===== config.mk =====
export PLATFORM = sky130hd
export DESIGN_NAME = cnn_host_driver
export DESIGN_NICKNAME = d
export VERILOG_FILES = /design/src/rtl/cnn_pkg.sv /design/src/rtl/cnn_host_driver.sv
export SDC_FILE = /design/constraint.sdc
export NUM_CORES = 1
export LEC_CHECK = 0
export ABC_AREA = 1
export CAP_MARGIN = 20
export CORE_AREA = 3 3 294 296
export DETAILED_ROUTE_END_ITERATION = 10
export DIE_AREA = 0 0 297 299
export PLACE_DENSITY_LB_ADDON = 0.2
export SYNTH_ARGS = -nofsm -noshare
export SYNTH_HDL_FRONTEND = slang
export SYNTH_SLANG_ARGS = --single-unit

===== constraint.sdc =====
create_clock -name clk -period 4.2 [get_ports clk]
set_clock_uncertainty 0.05 [all_clocks]
set_input_delay 1.26 -clock clk [delete_from_list [all_inputs] [get_ports clk]]
set_output_delay 1.26 -clock clk [all_outputs]
set_load 0.05 [all_outputs]

===== src/rtl/cnn_pkg.sv =====
// Shared definitions for the CNN host driver: default frame geometry,
// controller state encoding and index-width helper.
package cnn_pkg;

  localparam int DATA_W    = 16;
  localparam int IN_WORDS  = 36;
  localparam int OUT_WORDS = 9;

  typedef enum logic [1:0] {
    LOAD  = 2'd0,
    START = 2'd1,
    WAIT  = 2'd2,
    SEND  = 2'd3
  } state_t;

  // Bits needed to index n entries (never less than one bit).
  function automatic int idx_w(input int n);
    return (n <= 1) ? 1 : $clog2(n);
  endfunction

  localparam int IN_IDX_W  = idx_w(IN_WORDS);
  localparam int OUT_IDX_W = idx_w(OUT_WORDS);

endpackage


===== src/rtl/cnn_host_driver.sv =====
// Streams one feature map into a buffer, kicks the accelerator, waits for its
// done pulse (with timeout) and streams the pooled result back out.
module cnn_host_driver
  import cnn_pkg::*;
#(
  parameter int DATA_W    = cnn_pkg::DATA_W,
  parameter int IN_WORDS  = cnn_pkg::IN_WORDS,
  parameter int OUT_WORDS = cnn_pkg::OUT_WORDS,
  parameter int TIMEOUT   = 255
) (
  input  logic              clk,
  input  logic              reset_n,
  input  logic              s_valid,
  output logic              s_ready,
  input  logic [DATA_W-1:0] s_data,
  output logic              acc_start,
  input  logic              acc_done,
  output logic [DATA_W-1:0] acc_fm_in  [IN_WORDS],
  input  logic [DATA_W-1:0] acc_fm_out [OUT_WORDS],
  output logic              m_valid,
  input  logic              m_ready,
  output logic [DATA_W-1:0] m_data,
  output logic              m_last,
  output logic              err_timeout
);

  localparam int IW_W = idx_w(IN_WORDS);
  localparam int OW_W = idx_w(OUT_WORDS);
  localparam int TO_W = idx_w(TIMEOUT + 1);

  localparam logic [IW_W-1:0] WR_LAST = IW_W'(IN_WORDS - 1);
  localparam logic [OW_W-1:0] RD_LAST = OW_W'(OUT_WORDS - 1);
  localparam logic [TO_W-1:0] TO_LIM  = TO_W'(TIMEOUT);

  state_t            state;
  state_t            state_nxt;
  logic [IW_W-1:0]   wr_idx;
  logic [OW_W-1:0]   rd_idx;
  logic [TO_W-1:0]   wait_cnt;
  logic [DATA_W-1:0] buffer [IN_WORDS];
  logic [DATA_W-1:0] result [OUT_WORDS];

  logic s_fire;
  logic m_fire;
  logic wr_last;
  logic rd_last;
  logic capture;

  assign wr_last = (wr_idx == WR_LAST);
  assign rd_last = (rd_idx == RD_LAST);
  assign s_fire  = (state == LOAD) && s_valid;
  assign m_fire  = (state == SEND) && m_ready;
  // A done pulse only counts while waiting; it beats a same-cycle timeout.
  assign capture = (state == WAIT) && acc_done;

  assign acc_fm_in = buffer;

  always_comb begin
    state_nxt   = state;
    s_ready     = 1'b0;
    acc_start   = 1'b0;
    m_valid     = 1'b0;
    m_data      = '0;
    m_last      = 1'b0;
    err_timeout = 1'b0;
    case (state)
      LOAD: begin
        s_ready = 1'b1;
        if (s_valid && wr_last) state_nxt = START;
      end
      START: begin
        acc_start = 1'b1;
        state_nxt = WAIT;
      end
      WAIT: begin
        if (acc_done) begin
          state_nxt = SEND;
        end else if (wait_cnt == TO_LIM) begin
          err_timeout = 1'b1;
          state_nxt   = LOAD;
        end
      end
      SEND: begin
        m_valid = 1'b1;
        m_data  = result[rd_idx];
        m_last  = rd_last;
        if (m_ready && rd_last) state_nxt = LOAD;
      end
      default: state_nxt = LOAD;
    endcase
  end

  always_ff @(posedge clk or negedge reset_n) begin
    if (!reset_n) begin
      state    <= LOAD;
      wr_idx   <= '0;
      rd_idx   <= '0;
      wait_cnt <= '0;
    end else begin
      state <= state_nxt;
      if (s_fire) wr_idx <= wr_last ? '0 : wr_idx + 1'b1;
      if (m_fire) rd_idx <= rd_last ? '0 : rd_idx + 1'b1;
      // Counts cycles spent in WAIT; cleared on every exit.
      if ((state == WAIT) && (state_nxt == WAIT)) wait_cnt <= wait_cnt + 1'b1;
      else                                         wait_cnt <= '0;
    end
  end

  // Frame buffer is only written in LOAD, so it is stable for the accelerator.
  always_ff @(posedge clk or negedge reset_n) begin
    if (!reset_n) begin
      for (int k = 0; k < IN_WORDS; k++) buffer[k] <= '0;
    end else if (s_fire) begin
      buffer[wr_idx] <= s_data;
    end
  end

  always_ff @(posedge clk or negedge reset_n) begin
    if (!reset_n) begin
      for (int k = 0; k < OUT_WORDS; k++) result[k] <= '0;
    end else if (capture) begin
      for (int k = 0; k < OUT_WORDS; k++) result[k] <= acc_fm_out[k];
    end
  end

endmodule


Signal wires on met3:
Drawn at 1.5 px/um. Cells faint in the background.
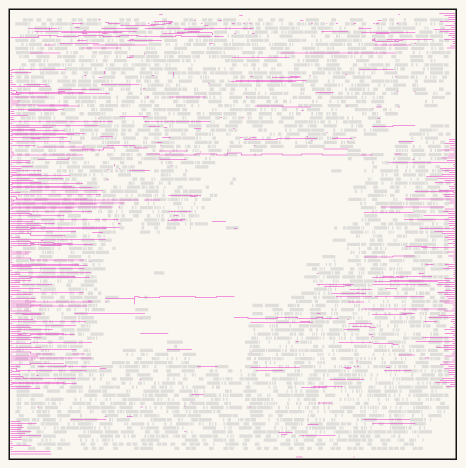
- main direction: horizontal
- share of all routed wire: 7.5%
- nets with wire on the layer: 441
via count: 23200
total length of routed wires: 110 mm
met3 Use GR: 6.99%

Cell area per tile:
Drawn at 1 px/um. The die is cut into 30 by 30 equal tiles; white is low, dark blue is high, 0 to 100% covered.
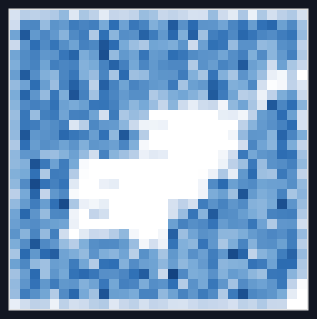
- emptiest ninth of the die: middle
- fullest tile: 92%
- mean over tiles: 44%
- densest ninth of the die: top left
- tiles over 75% full: 6.8%
- nearly empty tiles: 13%

M1 wires:
Drawn at 1 px/um. Supply wires on this layer in grey.
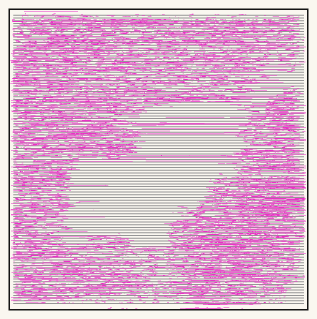
- main direction: horizontal
- longest straight run: 167 um
- share of all routed wire: 41%
- nets with wire on the layer: 3486
- wire length on this layer: 44.5 mm

==> impl_metrics.yaml <==
# yosys + openroad results
timing:
  fmax_ghz: 0.259
  hold_viol_final: 0
  whs_ps: 430
  rsz0062_at_grt: "no"
  relSlewSlack_pct: 29.3
  post-route-period-util_pct: 92.0
  worst_pin_slew_ps: 1060
  fin_crit_ps: 3860
  finalMaxSlewViolations: 0
  setup_viol: 0
  setup-tns-final_ps: 0
drt:
  post_drt_wl_per_cell_um: 22.5
  vias_per_cell: 4.77
  dr.max_layer_used: "met5"
  drt_iter0_drc: 1993
  drc_errors: 0
  postRouteAntennaNets: 0
  met3_length_mm: 8.18
  dr.pass1.iters: 6
  met2_length_mm: 53.3
  wl_met1_mm: 44.5
place:
  pre_cts_ws_ps: 383
  dp_hpwl_mm: 75.6
  portBuffers: 761
  dp_cells: 4710
  globalplace.congestion: 0.838
synthesis:
  ys_cells: 2941
  top_area_cell: "dfrtp_1"
  ys_async_sr_fraction_pct: 100
  synth_cell_types: 39
  syn_inst: 2941
  area_leaders: "dfrtp_1 64%, nand2_1 9.9%, o21ai_0 6.3%"
  synth_top_cell_by_count: "nand2_1"
  ys_ff: 740
  top_cell_area_share_pct: 63.8
  syn_area_um2: 29000
  fp_nets: 3110
  synth.avg_cell_area_um2: 9.86
  yosys-top-cells-count: "765 x nand2_1, 740 x dfrtp_1, 364 x o21ai_0"
  synthFlopType: "dfrtp_1"
  ys_seq_share_pct: 63.8
  edf_count: 0
  ys_warn_count: 0
setup_path:
  worstSetupEndpoint: "m_data[9]"
  worst_setup_path_start_kind: "flop"
  crit_required_ps: 2890
  crit_type: "reg2out"
  cp_slowest_cell: "dfrtp_2"
  crit_chain: "clkinv_1 -> buf_4 -> nand2_1 -> nand3_1 -> nand3_1 -> nand3_1 -> a21oi_1 -> buf_12"
  reg2reg_from: "state[1]"
  cpLargestDelayFamily: "buffers and inverters"
  reg2reg_depth: 8
  cp.buffers_inverters: 3
  cp_data_arrival_time_ps: 2550
  cp.depth: 8
  r2r_end: "acc_fm_in[404]"
  worst_path_most_repeated_cell: "nand3_1"
  critPathLaunch: "rd_idx[0]"
  endpoint_kind: "output port"
  crit_fanout: 32
  slowest_delay_ps: 590
power:
  p_seq_mw: 9.36
  internal-power_mw: 15.8
  p_per_area_nw_per_um2: 636
  p_sw_share_pct: 39.0
  power_frac_seq_pct: 36.2
  p_comb_mw: 9.14
  comb_power_share_pct: 35.3
  power_mw: 25.9
  p_sw_mw: 10.1
  power.group.top: "registers"
  power.leakage_nw: 18.2
  p_clk_share_pct: 28.6
  ir_drop_v: 0.000420
  pg_clk_mw: 7.40
flow_run:
  warning_count: 27
floorplan:
  fp.dieH_um: 299
  core_region_area_um2: 83800
  num_rows: 106
  tap_cells: 1134
  fp_util_pct: 34.6
  die-width_um: 297
  die_area_um2: 88800
finish:
  layout.cells.most_common: "nand2_1"
  n_antenna_cell: 3
  drive_above_1_share_pct: 10.2
  area_growth_pct: 40.3
  layout.nonclk_buf_share_pct: 21.4
  clockBufferCount: 116
  fin_area_um2: 40700
  seq_share_pct: 45.5
  ff_latch_area_um2: 18500
  largest_class: "sequential cells"
  lay_top_cells: "764 x nand2_1, 742 x clkdlybuf4s50_1, 738 x dfrtp_1"
  logic_area_um2: 8700
  buffers_excl_clock: 848
  sh_comb_area_pct: 21.4
  ff_count: 740
  final_core_util_pct: 48.6
  nets: 3829
  finalNonFillerCells: 4863
  comb_cells: 1834
  clk_share_pct: 6.80
global_routing:
  antenna_found_initial: 6
  grt_pass1_vias: 23000
  grt.overflow.total: 0
  grt_pass1_wl_mm: 162
  grt_use_met1_pct: 30.4
  globalRouteMet2Util_pct: 40.8
  grt_usage_pct: 24.3
clock_network:
  htree_levels: 3
  cts.clk_slew.worst_paths_ps: 60
  cts_buffers: 82
  cts_hold_buf: 0
  ctsResizeCount: 0
  cts_setup_buffers: 0
  tritoncts: "done"
  clock_path_buffers: 3
  clock_sinks: 740
  clock_latency_ps: 630
  root_buffer: "clkbuf_16"
worst_hold_path:
  hp-class: "reg2reg"
  hp-start: "acc_fm_in[502]"
  hold_depth: 2
  hold_end: "acc_fm_in[502]"
status:
  status: "completed"
==> kinds of logic (layout without fill, tap and decap cells) <==
logic type | after synthesis | count (layout) | share of synthesized area (%)
AND-OR/OR-AND | 713 | 713 | 13.2
AND/OR/NAND/NOR | 1078 | 1078 | 15.2
other | 0 | 3 | 0
XOR/XNOR | 7 | 7 | 0.211
flip-flops | 740 | 740 | 63.8
adder cells (fa/ha/maj) | 4 | 4 | 0.173
multiplexers | 32 | 32 | 1.24
buffers and inverters | 367 | 1152 | 6.20
==> flip-flops by register name, indices dropped and copies added (netlist names) <==
| signal | flops |
|---|---|
| result | 144 |
| state | 2 |
| acc_fm_in | 576 |
| wr_idx | 6 |
| rd_idx | 4 |
| wait_cnt | 8 |
Power is estimated from default activity; no workload was simulated.
